`src/rtl/fgyrus_pcm_fetch.sv`:
```
// Drains one frame of interleaved L/R PCM words from the acortex-to-fgyrus buffer
// per ready pulse, re-pairs them into stereo samples and exposes control/status.
module fgyrus_pcm_fetch #(
  parameter int NUM_SAMPLES  = 128,
  parameter int MEM_RD_DELAY = 2,
  parameter int MEM_ADDR_W   = $clog2(NUM_SAMPLES) + 1,
  parameter int LB_DATA_W    = 32,
  parameter int LB_ADDR_W    = 8
) (
  input  logic                  fgyrus_clk,
  input  logic                  fgyrus_rst,
  input  logic                  pcm_rdy,
  output logic [MEM_ADDR_W-1:0] pcm_addr,
  input  logic [31:0]           pcm_rdata,
  output logic                  sample_valid,
  output logic [31:0]           sample_lpcm,
  output logic [31:0]           sample_rpcm,
  output logic [MEM_ADDR_W-2:0] sample_idx,
  output logic                  sample_last,
  output logic                  frame_done,
  output logic                  busy,
  input  logic                  lb_wr_en,
  input  logic                  lb_rd_en,
  input  logic [LB_ADDR_W-1:0]  lb_addr,
  input  logic [LB_DATA_W-1:0]  lb_wr_data,
  output logic                  lb_wr_valid,
  output logic                  lb_rd_valid,
  output logic [LB_DATA_W-1:0]  lb_rd_data
);

  localparam int DRAIN_W = $clog2(MEM_RD_DELAY + 1) + 1;
  localparam logic [MEM_ADDR_W-1:0] LAST_ADDR  = MEM_ADDR_W'(2 * NUM_SAMPLES - 1);
  localparam logic [MEM_ADDR_W-2:0] IDX_LAST   = (MEM_ADDR_W - 1)'(NUM_SAMPLES - 1);
  localparam logic [DRAIN_W-1:0]    DRAIN_LAST = DRAIN_W'(MEM_RD_DELAY);
  localparam logic [LB_ADDR_W-1:0]  ADDR_CTRL  = LB_ADDR_W'(0);
  localparam logic [LB_ADDR_W-1:0]  ADDR_STAT  = LB_ADDR_W'(1);

  typedef enum logic [1:0] {S_IDLE, S_FETCH, S_DRAIN, S_DONE} state_t;

  state_t                  state_q, state_d;
  logic [MEM_ADDR_W-1:0]   addr_q, addr_d;
  logic [DRAIN_W-1:0]      drain_q, drain_d;

  logic                    iss_pipe_q [MEM_RD_DELAY];
  logic                    odd_pipe_q [MEM_RD_DELAY];
  logic [MEM_ADDR_W-2:0]   idx_pipe_q [MEM_RD_DELAY];

  logic [31:0]             lhold_q;
  logic                    smp_valid_q, smp_last_q;
  logic [31:0]             smp_l_q, smp_r_q;
  logic [MEM_ADDR_W-2:0]   smp_idx_q;

  logic                    enable_q, enable_d;
  logic [7:0]              ovr_q, ovr_d;
  logic [15:0]             frame_cnt_q, frame_cnt_d;
  logic                    wr_valid_q, rd_valid_q;
  logic [LB_DATA_W-1:0]    rd_data_q, rd_data_d;

  logic                    busy_w, overrun_evt, wr_ctrl;
  logic                    dly_iss, dly_odd;
  logic [MEM_ADDR_W-2:0]   dly_idx;

  always_comb begin
    state_d = state_q;
    addr_d  = addr_q;
    drain_d = drain_q;
    case (state_q)
      S_IDLE: begin
        if (pcm_rdy && enable_q) begin
          state_d = S_FETCH;
          addr_d  = '0;
        end
      end
      S_FETCH: begin
        if (addr_q == LAST_ADDR) begin
          state_d = S_DRAIN;
          addr_d  = '0;
          drain_d = '0;
        end else begin
          addr_d = addr_q + MEM_ADDR_W'(1);
        end
      end
      S_DRAIN: begin
        if (drain_q == DRAIN_LAST) state_d = S_DONE;
        else                       drain_d = drain_q + DRAIN_W'(1);
      end
      S_DONE:  state_d = S_IDLE;
      default: state_d = S_IDLE;
    endcase
  end

  always_ff @(posedge fgyrus_clk or posedge fgyrus_rst) begin
    if (fgyrus_rst) begin
      state_q <= S_IDLE;
      addr_q  <= '0;
      drain_q <= '0;
    end else begin
      state_q <= state_d;
      addr_q  <= addr_d;
      drain_q <= drain_d;
    end
  end

  assign busy_w      = (state_q == S_FETCH) || (state_q == S_DRAIN);
  assign overrun_evt = pcm_rdy && (state_q != S_IDLE);

  // Issue tag travels alongside the read so the pairing logic sees it exactly
  // when the corresponding word appears on pcm_rdata.
  always_ff @(posedge fgyrus_clk or posedge fgyrus_rst) begin
    if (fgyrus_rst) begin
      for (int unsigned i = 0; i < unsigned'(MEM_RD_DELAY); i++) begin
        iss_pipe_q[i] <= 1'b0;
        odd_pipe_q[i] <= 1'b0;
        idx_pipe_q[i] <= '0;
      end
    end else begin
      iss_pipe_q[0] <= (state_q == S_FETCH);
      odd_pipe_q[0] <= addr_q[0];
      idx_pipe_q[0] <= addr_q[MEM_ADDR_W-1:1];
      for (int unsigned i = 1; i < unsigned'(MEM_RD_DELAY); i++) begin
        iss_pipe_q[i] <= iss_pipe_q[i-1];
        odd_pipe_q[i] <= odd_pipe_q[i-1];
        idx_pipe_q[i] <= idx_pipe_q[i-1];
      end
    end
  end

  assign dly_iss = iss_pipe_q[MEM_RD_DELAY-1];
  assign dly_odd = odd_pipe_q[MEM_RD_DELAY-1];
  assign dly_idx = idx_pipe_q[MEM_RD_DELAY-1];

  always_ff @(posedge fgyrus_clk or posedge fgyrus_rst) begin
    if (fgyrus_rst) begin
      lhold_q     <= '0;
      smp_valid_q <= 1'b0;
      smp_last_q  <= 1'b0;
      smp_l_q     <= '0;
      smp_r_q     <= '0;
      smp_idx_q   <= '0;
    end else begin
      smp_valid_q <= dly_iss && dly_odd;
      smp_last_q  <= dly_iss && dly_odd && (dly_idx == IDX_LAST);
      if (dly_iss && !dly_odd) lhold_q <= pcm_rdata;
      if (dly_iss && dly_odd) begin
        smp_l_q   <= lhold_q;
        smp_r_q   <= pcm_rdata;
        smp_idx_q <= dly_idx;
      end
    end
  end

  assign wr_ctrl = lb_wr_en && (lb_addr == ADDR_CTRL);

  always_comb begin
    enable_d    = enable_q;
    ovr_d       = ovr_q;
    frame_cnt_d = frame_cnt_q;
    if (wr_ctrl) enable_d = lb_wr_data[0];
    // Clear takes priority over an overrun landing on the same cycle.
    if (wr_ctrl && lb_wr_data[1])    ovr_d = '0;
    else if (overrun_evt && ovr_q != '1) ovr_d = ovr_q + 8'd1;
    if (state_q == S_DONE) frame_cnt_d = frame_cnt_q + 16'd1;
  end

  always_comb begin
    rd_data_d = rd_data_q;
    if (lb_rd_en) begin
      case (lb_addr)
        ADDR_CTRL: begin
          rd_data_d    = '0;
          rd_data_d[0] = enable_q;
        end
        ADDR_STAT: rd_data_d = LB_DATA_W'({frame_cnt_q, ovr_q, 7'd0, busy_w});
        default:   rd_data_d = LB_DATA_W'(32'hdeadbabe);
      endcase
    end
  end

  always_ff @(posedge fgyrus_clk or posedge fgyrus_rst) begin
    if (fgyrus_rst) begin
      enable_q    <= 1'b0;
      ovr_q       <= '0;
      frame_cnt_q <= '0;
      wr_valid_q  <= 1'b0;
      rd_valid_q  <= 1'b0;
      rd_data_q   <= '0;
    end else begin
      enable_q    <= enable_d;
      ovr_q       <= ovr_d;
      frame_cnt_q <= frame_cnt_d;
      wr_valid_q  <= lb_wr_en;
      rd_valid_q  <= lb_rd_en;
      rd_data_q   <= rd_data_d;
    end
  end

  assign pcm_addr     = addr_q;
  assign sample_valid = smp_valid_q;
  assign sample_lpcm  = smp_l_q;
  assign sample_rpcm  = smp_r_q;
  assign sample_idx   = smp_idx_q;
  assign sample_last  = smp_last_q;
  assign frame_done   = (state_q == S_DONE);
  assign busy         = busy_w;
  assign lb_wr_valid  = wr_valid_q;
  assign lb_rd_valid  = rd_valid_q;
  assign lb_rd_data   = rd_data_q;

endmodule
```
`config.mk`:
```
export PLATFORM = sky130hd
export DESIGN_NAME = fgyrus_pcm_fetch
export DESIGN_NICKNAME = d
export VERILOG_FILES = /design/src/rtl/fgyrus_pcm_fetch.sv
export SDC_FILE = /design/constraint.sdc
export NUM_CORES = 1
export LEC_CHECK = 0
export ABC_AREA = 1
export ABC_CLOCK_PERIOD_IN_PS = 5500
export CAP_MARGIN = 5
export CORE_ASPECT_RATIO = 2
export CORE_MARGIN = 2
export CORE_UTILIZATION = 44
export CTS_CLUSTER_SIZE = 28
export DETAILED_ROUTE_END_ITERATION = 8
export GPL_ROUTABILITY_DRIVEN = 0
export PLACE_DENSITY = 0.72
export SLEW_MARGIN = 20
export SYNTH_ARGS = -nofsm -noshare
export SYNTH_HDL_FRONTEND = slang
export SYNTH_SLANG_ARGS = --single-unit
```
`constraint.sdc`:
```
create_clock -name fgyrus_clk -period 5.5 [get_ports fgyrus_clk]
set_input_delay 0.825 -clock fgyrus_clk [delete_from_list [all_inputs] [get_ports fgyrus_clk]]
set_output_delay 0.825 -clock fgyrus_clk [all_outputs]
set_load 0.1 [all_outputs]
```
M1 wires:
Supply wires on this layer in gray.
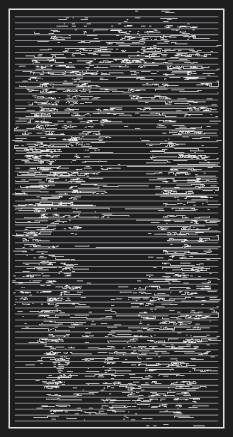
The layer carries 6,650 microns of wire. The wires run mostly horizontal. 937 nets have wire on it. The longest straight run is 42.8 microns.
Post-Route WL: 16.9 mm
routing usage on met1: 21.3%
vias: 5,804

Signal wires on met2:
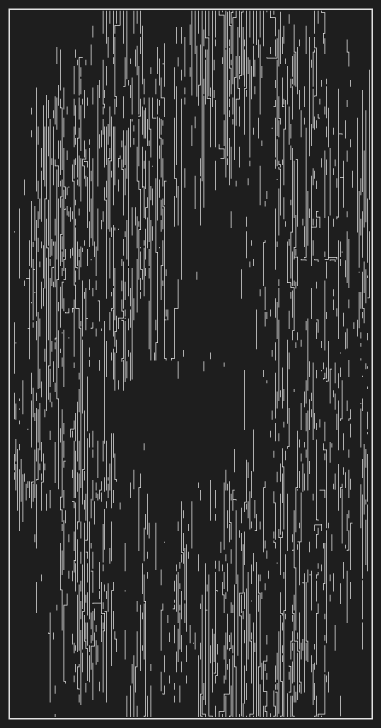
The layer carries 9,300 microns of wire. The layer holds 55% of the routed length. The longest straight run is 48.6 microns. The wires run mostly vertical.
met2 Usage GRT: 34.2%

The metal 3 layer:
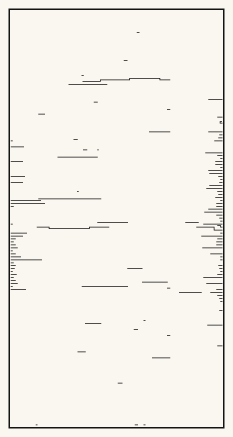
The longest straight run is 28.5 microns. 99 nets have wire on it. The layer holds 3.4% of the routed length.

Met4 routing:
The bar under the picture is 20 microns long. Supply wires on this layer in gray. Cells faint in the background.
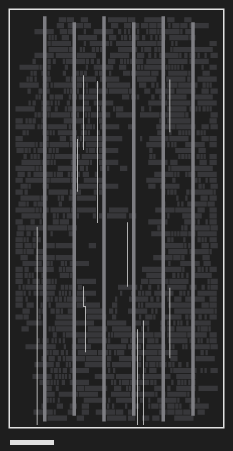
The longest straight run is 90.4 microns. The wires run mostly vertical. The layer holds 2.5% of the routed length. The layer carries 420 microns of wire.

==> run_results.csv <==
group,metric,value,unit
sta,fin_setup_tns,0,ns
power,total_power,6.89,mW
clock_network,ctsHoldBuffers,0,
die,dieHeight,191,microns
min_path,hold_path_class,"reg -> reg",
setup_path,ff2ff_setup_slack,3.31,ns
sta,period_used_share,58.8,%
die,coreArea,17200,sq um
logic_synthesis,ys_area,7670,sq um
min_path,worstHoldPathCells,0,
logic_synthesis,floorplan.nets,916,
sta,slew-limit-headroom,22.5,%
finish,antennaDiodeCount,0,
routing,met1_length,6.65,mm
logic_synthesis,yosys.stat.seqShare,61.6,%
clock_network,tritoncts,"yes",
finish,finalInstanceArea,10100,sq um
global_route,grt_max_degree,190,
sta,final.min_clock_period,3.23,ns
setup_path,start_kind,"flip-flop",
global_route,grt_pass1_vias,5619,
clock_network,post_cts.repair.setup_buffers,0,
logic_synthesis,synth_area,7670,sq um
clock_network,cts_made_buffers,17,
routing,ant_nets,0,
global_route,grt_antenna_before_repair,0,
setup_path,rr_worst_depth,6,
finish,area_growth,31.8,%
logic_synthesis,netlist_top_cells_area,"dfrtp_1 62%, nand2_1 14%, o21ai_0 4.8%, nand3_1 3.9%, inv_1 3.6%",
die,die_w,97.4,microns
sta,rsz0062_at_grt,"no",
finish,drive_above_1_share,6.84,%
routing,wire_per_inst,14.1,microns
placement,io_buffers,162,
power,vdd_ir_drop_max,0.433,mV
clock_network,clk-insertion-delay-late,0.43,ns
clock_network,postCtsResizedCells,0,
routing,wl_met2,9.30,mm
routing,drcViolationCount,0,
logic_synthesis,syn-mean-instance-area,9.25,sq um
routing,met3WireLength,574,microns
finish,postLayoutCoreUtil,58.9,%
logic_synthesis,yosys_warnings,0,
sta,setup_viol,0,
die,fp_util,44.7,%
sta,tightest_slew,1.16,ns
logic_synthesis,async_flop_share,100,%
logic_synthesis,synth.largest_area_cell,"dfrtp_1",
clock_network,cts_sinks,189,
logic_synthesis,syn_inst,830,
placement,post-place-ws,2.74,ns
die,rows,68,
routing,initialDrtViolationCount,207,
setup_path,cp.arrival,2.41,ns
power,powerDensity,681,nW/um^2
power,p_leak,4.92,nW
setup_path,path_max_fanout,7,
sta,fin_skew,0.00734,ns
logic_synthesis,synth_cell_types,34,
sta,hold_viol,0,
clock_network,clk_pin_slew_worst_paths,0.07,ns
logic_synthesis,flop_cell,"dfrtp_1",
logic_synthesis,edf_count,0,
global_route,grt.total_usage,18.8,%
finish,fillers,1485,
die,die_area,18600,sq um
run_status,outcome,"complete, no violations",
global_route,overflow,0,
finish,combGateArea,2480,sq um
sta,fmax,0.309,GHz
clock_network,root_buffer,"clkbuf_16",
placement,placed_cell_area,9430,sq um
clock_network,clk_path_buf_depth,2,
clock_network,cts-htree-levels,4,
sta,slew_violations,0,
placement,dp_hpwl,11.4,mm
routing,routed.top_layer,"met4",
finish,final_nets,1067,
routing,detail_route.vias_per_cell,4.82,
setup_path,end_kind,"output pin",
sta,worst_slack,2.27,ns
setup_path,crit_type,"reg -> out",
==> report_power, final <==
group	switching (mW)	internal [mW]
clock network	0.536	0.883
registers	0.270	1.84
logic	2.61	0.745
total	3.42	3.47
==> cells by family (layout without fill, tap and decap cells) <==
logic type               Yosys count  in the layout  share of synthesized area (%)
flip-flops                       189            189                           61.6
AND/OR/NAND/NOR                  416            416                           23.1
buffers and inverters            111            275                           6.10
XOR/XNOR                          14             14                           1.60
adder cells (fa/ha/maj)            9              9                           1.47
AND-OR/OR-AND                     90             90                           6.08
other                              1              1                         0.0489
==> cell type report <==
cell class	count	share of cell area (%)
clock buffer	20	4.51
clock inverter	12	2.26
inverter	77	2.89
multi-input combinational	530	24.5
sequential	189	46.7
tap	210	2.60
timing repair buffer	166	16.4
==> Yosys cell counts, types with 7 or more instances <==
| library cell | n |
|---|---|
| nand2_1 | 287 |
| dfrtp_1 | 189 |
| inv_1 | 74 |
| o21ai_0 | 73 |
| nand3_1 | 60 |
| nor2_1 | 31 |
| buf_2 | 14 |
| clkbuf_1 | 12 |
| xor2_1 | 12 |
| o21ai_1 | 11 |
| ha_1 | 9 |
| nand2_2 | 8 |
| nor2_2 | 8 |
| buf_4 | 7 |
| nand4_1 | 7 |
==> critical path, stage by stage (launching register included) <==
cell and delay [ns]:
dfrtp_1 0.41, ha_1 0.36, clkdlybuf4s50_1 1.21
==> metrics by stage <==
step | hold slack, ns | instances
3_3_place_gp | 0.332 | 1172
2_1_floorplan | 0.331 | 830
5_1_grt | 0.357 | 1204
6_report | 0.347 | 1204
3_5_place_dp | 0.336 | 1172
4_1_cts | 0.351 | 1204
==> sequential cells by signal, indices dropped and copies added (netlist names), 8 cells and up <==
name and cells:
lhold_q 32, sample_lpcm 32, sample_rpcm 32, lb_rd_data 26, frame_cnt_q 16, ovr_q 8
pcm_addr 8
==> per-layer routing <==
metal  vias to the layer above  global-route usage (%)
met4                         0                    8.01
met3                        27                    3.59
met2                       132                    34.2
met5                         -                       0
li1                       2900                       -
met1                      2745                    21.3
==> final timing paths <==
| path | from | endpoint |
|---|---|---|
| max in group asynchronous | fgyrus_rst | lb_wr_valid$_DFF_PP0_ |
| worst max register to register | dly_iss$_DFF_PP0_ | sample_idx[6]$_DFFE_PP0P_ |
| worst max-delay path | state_q[0]$_DFFE_PP0P_ | frame_done |
| worst min-delay path | idx_pipe_q[9]$_DFF_PP0_ | dly_idx[2]$_DFF_PP0_ |
| worst min register to register | idx_pipe_q[9]$_DFF_PP0_ | dly_idx[2]$_DFF_PP0_ |
| min in group asynchronous | fgyrus_rst | pcm_addr[1]$_DFFE_PP0P_ |
==> cells in the final DEF, fill, tap and decap left out, types with 2 or more instances in the layout <==
cell type and count:
nor2_2 8, o21ai_0 73, inv_2 2, xnor2_1 2, nor3_1 3, nand2_1 285, ha_1 9, inv_1 73
clkbuf_8 2, inv_6 3, nand3_2 3, xor2_1 12, nor2_4 2, nand2_2 10, a21oi_1 3, nand4_1 7
clkdlybuf4s50_1 162, clkinv_4 2, clkbuf_16 17, bufinv_16 6, o21ai_1 11, dfrtp_1 189, nand3_1 60, nor2_1 31
buf_4 3
Power is estimated from default activity; no workload was simulated.
